## src/rtl/mem_req_arbiter_if.sv

```systemverilog
// Bundle of the core fetch channel, core data channel and shared memory port.
// master = arbiter view; slave = core plus memory environment view.
interface mem_req_arbiter_if;
  logic [31:0] i_addr;
  logic        i_req_valid;
  logic        i_req_ready;
  logic [31:0] i_rdata;
  logic        i_rdata_valid;
  logic        i_rdata_ready;

  logic [31:0] d_addr;
  logic        d_wen;
  logic        d_ren;
  logic [31:0] d_wdata;
  logic [3:0]  d_wstrb;
  logic        d_req_ready;
  logic [31:0] d_rdata;
  logic        d_rdata_valid;
  logic        d_rdata_ready;

  logic [31:0] m_addr;
  logic [31:0] m_wdata;
  logic [3:0]  m_wstrb;
  logic        m_wen;
  logic        m_ren;
  logic        m_req_ready;
  logic [31:0] m_rdata;
  logic        m_rdata_valid;
  logic        m_rdata_ready;

  modport master (
    input  i_addr, i_req_valid, i_rdata_ready,
    input  d_addr, d_wen, d_ren, d_wdata, d_wstrb, d_rdata_ready,
    input  m_req_ready, m_rdata, m_rdata_valid,
    output i_req_ready, i_rdata, i_rdata_valid,
    output d_req_ready, d_rdata, d_rdata_valid,
    output m_addr, m_wdata, m_wstrb, m_wen, m_ren, m_rdata_ready
  );

  modport slave (
    output i_addr, i_req_valid, i_rdata_ready,
    output d_addr, d_wen, d_ren, d_wdata, d_wstrb, d_rdata_ready,
    output m_req_ready, m_rdata, m_rdata_valid,
    input  i_req_ready, i_rdata, i_rdata_valid,
    input  d_req_ready, d_rdata, d_rdata_valid,
    input  m_addr, m_wdata, m_wstrb, m_wen, m_ren, m_rdata_ready
  );
endinterface

```

## src/rtl/mem_req_arbiter.sv

```systemverilog
// Merges the MIPS core fetch and load/store channels onto one shared memory port,
// one transaction in flight, with grant and wait-cycle performance counters.
module mem_req_arbiter #(
  parameter int unsigned DATA_PRIO = 1,
  parameter int unsigned CNT_W     = 32
) (
  input  logic             clk,
  input  logic             rst,
  mem_req_arbiter_if.master bus,
  output logic [CNT_W-1:0] cnt_i,
  output logic [CNT_W-1:0] cnt_d,
  output logic [CNT_W-1:0] cnt_wait
);
  localparam logic [2:0] IDLE = 3'b001;
  localparam logic [2:0] CMD  = 3'b010;
  localparam logic [2:0] RESP = 3'b100;
  localparam logic [CNT_W-1:0] CNT_ONE = CNT_W'(1);

  logic [2:0] state;
  logic       owner_d;
  logic       last_d;
  logic       d_req;
  logic       idle;
  logic       resp;
  logic       grant_i;
  logic       grant_d;
  logic       d_store;

  assign d_req   = bus.d_ren | bus.d_wen;
  assign d_store = bus.d_wen;
  assign idle    = (state == IDLE);
  assign resp    = (state == RESP);

  // Readies are suppressed while reset is asserted so nothing is accepted then.
  always_comb begin
    grant_i = 1'b0;
    grant_d = 1'b0;
    if (rst && idle) begin
      if (d_req && ((DATA_PRIO != 0) || !bus.i_req_valid || !last_d))
        grant_d = 1'b1;
      else if (bus.i_req_valid)
        grant_i = 1'b1;
    end
  end

  assign bus.i_req_ready = grant_i;
  assign bus.d_req_ready = grant_d;

  always_comb begin
    bus.m_rdata_ready = 1'b0;
    if (idle)
      bus.m_rdata_ready = 1'b1;
    else if (resp)
      bus.m_rdata_ready = owner_d ? bus.d_rdata_ready : bus.i_rdata_ready;
  end

  assign bus.i_rdata       = bus.m_rdata;
  assign bus.d_rdata       = bus.m_rdata;
  assign bus.i_rdata_valid = resp & ~owner_d & bus.m_rdata_valid;
  assign bus.d_rdata_valid = resp &  owner_d & bus.m_rdata_valid;

  always_ff @(posedge clk) begin
    if (!rst) begin
      state       <= IDLE;
      owner_d     <= 1'b0;
      last_d      <= 1'b0;
      bus.m_addr  <= '0;
      bus.m_wdata <= '0;
      bus.m_wstrb <= '0;
      bus.m_wen   <= 1'b0;
      bus.m_ren   <= 1'b0;
      cnt_i       <= '0;
      cnt_d       <= '0;
      cnt_wait    <= '0;
    end else begin
      if ((bus.i_req_valid || d_req) && !(grant_i || grant_d))
        cnt_wait <= cnt_wait + CNT_ONE;
      unique case (state)
        IDLE: begin
          if (grant_d) begin
            // A request with both d_ren and d_wen set is issued as a store.
            bus.m_addr  <= bus.d_addr;
            bus.m_wdata <= bus.d_wdata;
            bus.m_wstrb <= d_store ? bus.d_wstrb : 4'h0;
            bus.m_wen   <= d_store;
            bus.m_ren   <= ~d_store;
            owner_d     <= 1'b1;
            last_d      <= 1'b1;
            cnt_d       <= cnt_d + CNT_ONE;
            state       <= CMD;
          end else if (grant_i) begin
            bus.m_addr  <= bus.i_addr;
            bus.m_wdata <= '0;
            bus.m_wstrb <= 4'h0;
            bus.m_wen   <= 1'b0;
            bus.m_ren   <= 1'b1;
            owner_d     <= 1'b0;
            last_d      <= 1'b0;
            cnt_i       <= cnt_i + CNT_ONE;
            state       <= CMD;
          end
        end
        CMD: begin
          if (bus.m_req_ready) begin
            bus.m_wen <= 1'b0;
            bus.m_ren <= 1'b0;
            state     <= bus.m_ren ? RESP : IDLE;
          end
        end
        RESP: begin
          if (bus.m_rdata_valid && bus.m_rdata_ready)
            state <= IDLE;
        end
        default: state <= IDLE;
      endcase
    end
  end
endmodule

```

## src/flat_wrapper.sv

```systemverilog
// flat-port wrapper written by rule: the top's interface ports become plain ports
module mem_req_arbiter_flat 
#(
  parameter int unsigned DATA_PRIO = 1,
  parameter int unsigned CNT_W     = 32
)
  (clk, rst, cnt_i, cnt_d, cnt_wait, bus_i_addr, bus_i_req_valid, bus_i_rdata_ready, bus_d_addr, bus_d_wen, bus_d_ren, bus_d_wdata, bus_d_wstrb, bus_d_rdata_ready, bus_m_req_ready, bus_m_rdata, bus_m_rdata_valid, bus_i_req_ready, bus_i_rdata, bus_i_rdata_valid, bus_d_req_ready, bus_d_rdata, bus_d_rdata_valid, bus_m_addr, bus_m_wdata, bus_m_wstrb, bus_m_wen, bus_m_ren, bus_m_rdata_ready);
  mem_req_arbiter_if bus_i ();
  input  logic clk;
  input  logic rst;
  output logic [CNT_W-1:0] cnt_i;
  output logic [CNT_W-1:0] cnt_d;
  output logic [CNT_W-1:0] cnt_wait;
  input wire logic [$bits(bus_i.i_addr)-1:0] bus_i_addr;
  input wire logic [$bits(bus_i.i_req_valid)-1:0] bus_i_req_valid;
  input wire logic [$bits(bus_i.i_rdata_ready)-1:0] bus_i_rdata_ready;
  input wire logic [$bits(bus_i.d_addr)-1:0] bus_d_addr;
  input wire logic [$bits(bus_i.d_wen)-1:0] bus_d_wen;
  input wire logic [$bits(bus_i.d_ren)-1:0] bus_d_ren;
  input wire logic [$bits(bus_i.d_wdata)-1:0] bus_d_wdata;
  input wire logic [$bits(bus_i.d_wstrb)-1:0] bus_d_wstrb;
  input wire logic [$bits(bus_i.d_rdata_ready)-1:0] bus_d_rdata_ready;
  input wire logic [$bits(bus_i.m_req_ready)-1:0] bus_m_req_ready;
  input wire logic [$bits(bus_i.m_rdata)-1:0] bus_m_rdata;
  input wire logic [$bits(bus_i.m_rdata_valid)-1:0] bus_m_rdata_valid;
  output wire logic [$bits(bus_i.i_req_ready)-1:0] bus_i_req_ready;
  output wire logic [$bits(bus_i.i_rdata)-1:0] bus_i_rdata;
  output wire logic [$bits(bus_i.i_rdata_valid)-1:0] bus_i_rdata_valid;
  output wire logic [$bits(bus_i.d_req_ready)-1:0] bus_d_req_ready;
  output wire logic [$bits(bus_i.d_rdata)-1:0] bus_d_rdata;
  output wire logic [$bits(bus_i.d_rdata_valid)-1:0] bus_d_rdata_valid;
  output wire logic [$bits(bus_i.m_addr)-1:0] bus_m_addr;
  output wire logic [$bits(bus_i.m_wdata)-1:0] bus_m_wdata;
  output wire logic [$bits(bus_i.m_wstrb)-1:0] bus_m_wstrb;
  output wire logic [$bits(bus_i.m_wen)-1:0] bus_m_wen;
  output wire logic [$bits(bus_i.m_ren)-1:0] bus_m_ren;
  output wire logic [$bits(bus_i.m_rdata_ready)-1:0] bus_m_rdata_ready;
  assign bus_i.i_addr = bus_i_addr;
  assign bus_i.i_req_valid = bus_i_req_valid;
  assign bus_i.i_rdata_ready = bus_i_rdata_ready;
  assign bus_i.d_addr = bus_d_addr;
  assign bus_i.d_wen = bus_d_wen;
  assign bus_i.d_ren = bus_d_ren;
  assign bus_i.d_wdata = bus_d_wdata;
  assign bus_i.d_wstrb = bus_d_wstrb;
  assign bus_i.d_rdata_ready = bus_d_rdata_ready;
  assign bus_i.m_req_ready = bus_m_req_ready;
  assign bus_i.m_rdata = bus_m_rdata;
  assign bus_i.m_rdata_valid = bus_m_rdata_valid;
  assign bus_i_req_ready = bus_i.i_req_ready;
  assign bus_i_rdata = bus_i.i_rdata;
  assign bus_i_rdata_valid = bus_i.i_rdata_valid;
  assign bus_d_req_ready = bus_i.d_req_ready;
  assign bus_d_rdata = bus_i.d_rdata;
  assign bus_d_rdata_valid = bus_i.d_rdata_valid;
  assign bus_m_addr = bus_i.m_addr;
  assign bus_m_wdata = bus_i.m_wdata;
  assign bus_m_wstrb = bus_i.m_wstrb;
  assign bus_m_wen = bus_i.m_wen;
  assign bus_m_ren = bus_i.m_ren;
  assign bus_m_rdata_ready = bus_i.m_rdata_ready;
  mem_req_arbiter #(.DATA_PRIO(DATA_PRIO), .CNT_W(CNT_W)) u_core (.clk(clk), .rst(rst), .bus(bus_i), .cnt_i(cnt_i), .cnt_d(cnt_d), .cnt_wait(cnt_wait));
endmodule
```

## config.mk

```make
export PLATFORM = sky130hd
export DESIGN_NAME = mem_req_arbiter_flat
export DESIGN_NICKNAME = d
export VERILOG_FILES = /design/src/rtl/mem_req_arbiter_if.sv /design/src/rtl/mem_req_arbiter.sv /design/src/flat_wrapper.sv
export SDC_FILE = /design/constraint.sdc
export NUM_CORES = 1
export LEC_CHECK = 0
export CORE_AREA = 2 2 185 132
export CTS_CLUSTER_DIAMETER = 100
export DETAILED_ROUTE_END_ITERATION = 16
export DIE_AREA = 0 0 187 134
export GPL_ROUTABILITY_DRIVEN = 0
export GPL_TIMING_DRIVEN = 0
export PLACE_DENSITY_LB_ADDON = 0.3
export SYNTH_ARGS = -nofsm -noshare
export SYNTH_HDL_FRONTEND = slang
export SYNTH_SLANG_ARGS = --single-unit
```

## constraint.sdc

```tcl
create_clock -name clk -period 3 [get_ports clk]
set_clock_uncertainty 0.1 [all_clocks]
set_input_delay 0.9 -clock clk [delete_from_list [all_inputs] [get_ports clk]]
set_output_delay 0.9 -clock clk [all_outputs]
set_load 0.05 [all_outputs]
```

Figure 1. Drive-strength map (run 1).
(2 px per um)
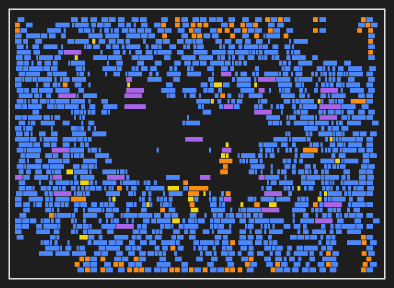
Key: _2 cells = yellow [cells 27]; _6 and larger = purple [cells 29]; _3 and _4 cells = orange [cells 83]; _0 and _1 cells = blue [cells 1172]

Figure 2. Placed cells, one colour a class (run 1).
(2 px per um)
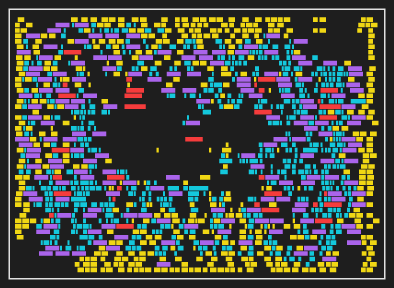
Key: flops = purple [cells 170, share of their area 28%]; other buffers and delay cells = yellow [cells 467, share of their area 35%]; clock drivers and dummy loads = red [cells 32, share of their area 4.8%]; combinational and other logic = cyan [cells 642, share of their area 33%]

Figure 3. M1 wires (run 1).
(2 px per um)
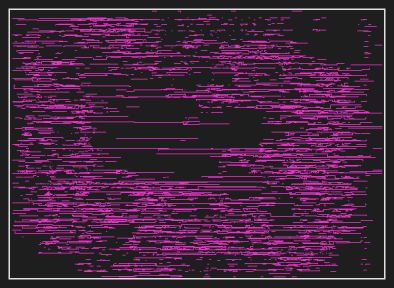
The layer carries 12900 um of wire. The wires run mostly horizontal. The layer holds 47% of the routed length. The longest straight run is 62.6 um. 1280 nets have wire on it.
count of vias placed by the detailed router: 8256
Detailed Route WL: 27.8 mm
met1 track demand over resource in global routing: 29.2%

==> results.txt, run 1 <==
The flow run is done. Reported combinational group power landed at 0.00166 W. Count of mapped cells out of synthesis landed at between 900 and 1000. The worst register-to-register path begins at u_core.cnt_wait[0]. Before any placement, the netlist area is recorded as 8040 um^2. The synthesized netlist devotes 24.8% of its cell area to simple gates. The H-tree was split into 4 levels. Combined flip-flop and latch cell area landed at 3400 um^2.

Looking at the reg2reg group, the worst path ends at u_core.cnt_wait[24]. TritonRoute reported its final design rule violation total as 0. Final worst-path cycle share landed at 99.1%. The number of sequential cells reported for the layout is 170. Overall power after layout landed at 0.00636 W.

The flow ran to the end, and the final reports show no timing, DRC or antenna violations. The number of global-route vias before repair was 7874. After detailed placement, the total cell area comes to 11900 um^2.

376 I/O pins were placed. Of all the cell area in the finished design, non-clock buffers hold between 30% and 40%. The number of antenna violations at the first check in global routing was 1. As logged by OpenROAD, the buffers inserted on ports number 342.

Power share of the clock group landed at around a third. The CTS report gives the tree buffer count as 17. Post-synthesis area per instance landed at 8.61 um^2. Setup repair after global routing could not meet its margin everywhere. The timing report gives the clock slew at the launch and capture registers of the worst setup and hold paths as 70 ps. In this run the worst setup path terminates at bus_i_rdata_valid. Per the slew report, the remaining headroom to the max-slew limit stands at 31.2%.

Once layout is done, the placed cells without fillers occupy 12500 um^2. Sequential cells were found to cover 42.3% of the synthesized design area. Synthesized-area fraction occupied by xor and xnor cells landed at ~7.1%. Insertion delay to the later sink of the worst-skew pair landed at 430 ps. STA classifies the critical path endpoint as a primary output. Achievable frequency landed at 336 MHz. Looking at the hold checks, the worst path lands on u_core.bus.m_addr[27].

Fraction of power consumed by sequential logic landed at 39.1%. The final layout report lists a filler cell count of 2205. The script logs the ratio of routed vias to standard cells as slightly above 5. Measured on the finished design, the core utilization comes to 53.7%. Of the post-synthesis cell area, the dominant cell type holds 42.3%. Critical-path maximum fanout landed at 3.
Figure 4. Close-up of the layout (run 1).
Region (34, 88) to (59, 113) um. Cells in grey, sequential cells in the stronger grey; small squares are vias.
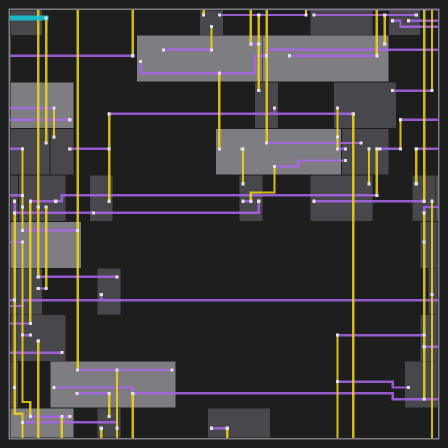

==> inputs of run 2 (changes only) <==
SETUP_SLACK_MARGIN = 0.02   (was unset)
Figure 5. Close-up of the layout (run 2).
Region (34, 88) to (59, 113) um. Cells in grey, sequential cells in the stronger grey; small squares are vias.
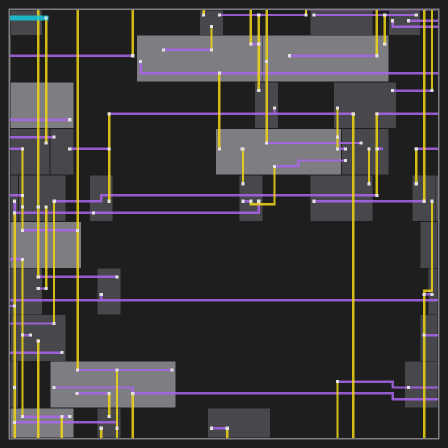
Key: metal 1 = purple; metal 2 = yellow; metal 3 = cyan
Most frequent: dfxtp_1 (7), clkdlybuf4s50_1 (6), clkbuf_1 (4). 25 logic cells have their middle in the window. Sequential cells in the window: 7. Netlist names of flops here include u_core.bus.m_wdata (4), u_core.cnt_wait (2).

Figure 6. Placed cells, one colour a class (run 2).
(2 px per um)
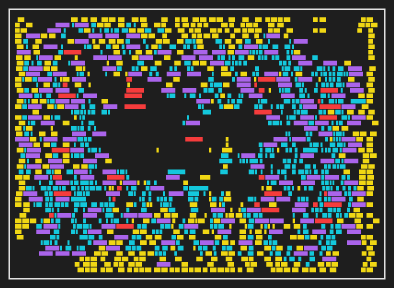
Key: combinational and other logic = cyan [cells 642, share of their area 33%]; clock drivers and dummy loads = red [cells 32, share of their area 4.8%]; flops = purple [cells 170, share of their area 28%]; other buffers and delay cells = yellow [cells 467, share of their area 35%]
total non-filler cell area in the finished layout: 12600 um^2
number of core rows: 47
fin util: 53.8%

==> results.txt, run 2 <==
The flow run is done. The beginning of the worst register-to-register path was u_core.cnt_wait[0] (unchanged). The power share of the clock group was 34.7% (was 34.8%). Overall power after layout landed at 0.00636 W (about the same). Outcome: complete, no violations (unchanged).

The number of remaining DRC errors came to 0 (unchanged). Number of global-route vias before repair landed at 7874 (unchanged). Fraction of power consumed by sequential logic landed at 39.1% (about the same).

The layout filler cell count is 2200 (was 2205). The number of buffers added by the clock tree synthesis step is 17 (unchanged). Critical-path maximum fanout landed at 3 (unchanged). The number of input and output port buffers inserted is 342 (unchanged). The cell with the most instances after synthesis was sky130_fd_sc_hd__dfxtp_1 (unchanged). The layer carrying the most global-route usage was met2 (unchanged).

Total wirelength of the detailed-routed design landed at 27.8 mm (about the same). The kind of end point of the critical path is a primary output (unchanged). The I/O pin count is 376 (unchanged). Count of H-tree levels built during CTS landed at 4 (unchanged). Post-detailed-placement cell area landed at 11900 um^2 (unchanged). Combined flip-flop and latch cell area landed at 3400 um^2 (about the same). Final worst-path cycle share landed at 98.4% (was 99.1%). The insertion delay to the later sink of the worst-skew pair came to 430 ps (about the same). The synthesized-area fraction occupied by xor and xnor cells was 7.08% (unchanged).

Area share of the leading cell type in the synthesized netlist landed at 42.3% (unchanged). The post-synth design cell area was 8040 um^2 (unchanged). Worst slew slack as a fraction of its limit landed at 31.5% (was 31.2%).

Simple-gate area share of the yosys netlist landed at 24.8% (unchanged). The mean number of vias per cell came to 5.06 (was 5.07). Post-CTS clock slew at the launch and capture registers of the worst setup and hold paths landed at 60 ps (was 70 ps). The destination of the worst hold path is u_core.bus.m_addr[27] (unchanged). The number of antenna violations at the first check in global routing is 1 (unchanged). The endpoint of the worst setup timing path was bus_i_rdata_valid (unchanged). The reported combinational group power came to 0.00167 W (was 0.00166 W). The critical register-to-register path endpoint was u_core.cnt_wait[24] (unchanged). The proportion of final cell area spent on non-clock buffers was 33.5% (about the same).
Figure 7. Drive-strength map (run 2).
(2 px per um)
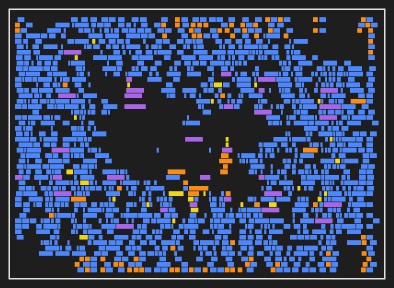
Key: _2 cells = yellow [cells 27]; _0 and _1 cells = blue [cells 1170]; _6 and larger = purple [cells 31]; _3 and _4 cells = orange [cells 83]

No activity file was given, so power comes from the tool's default toggle rates.
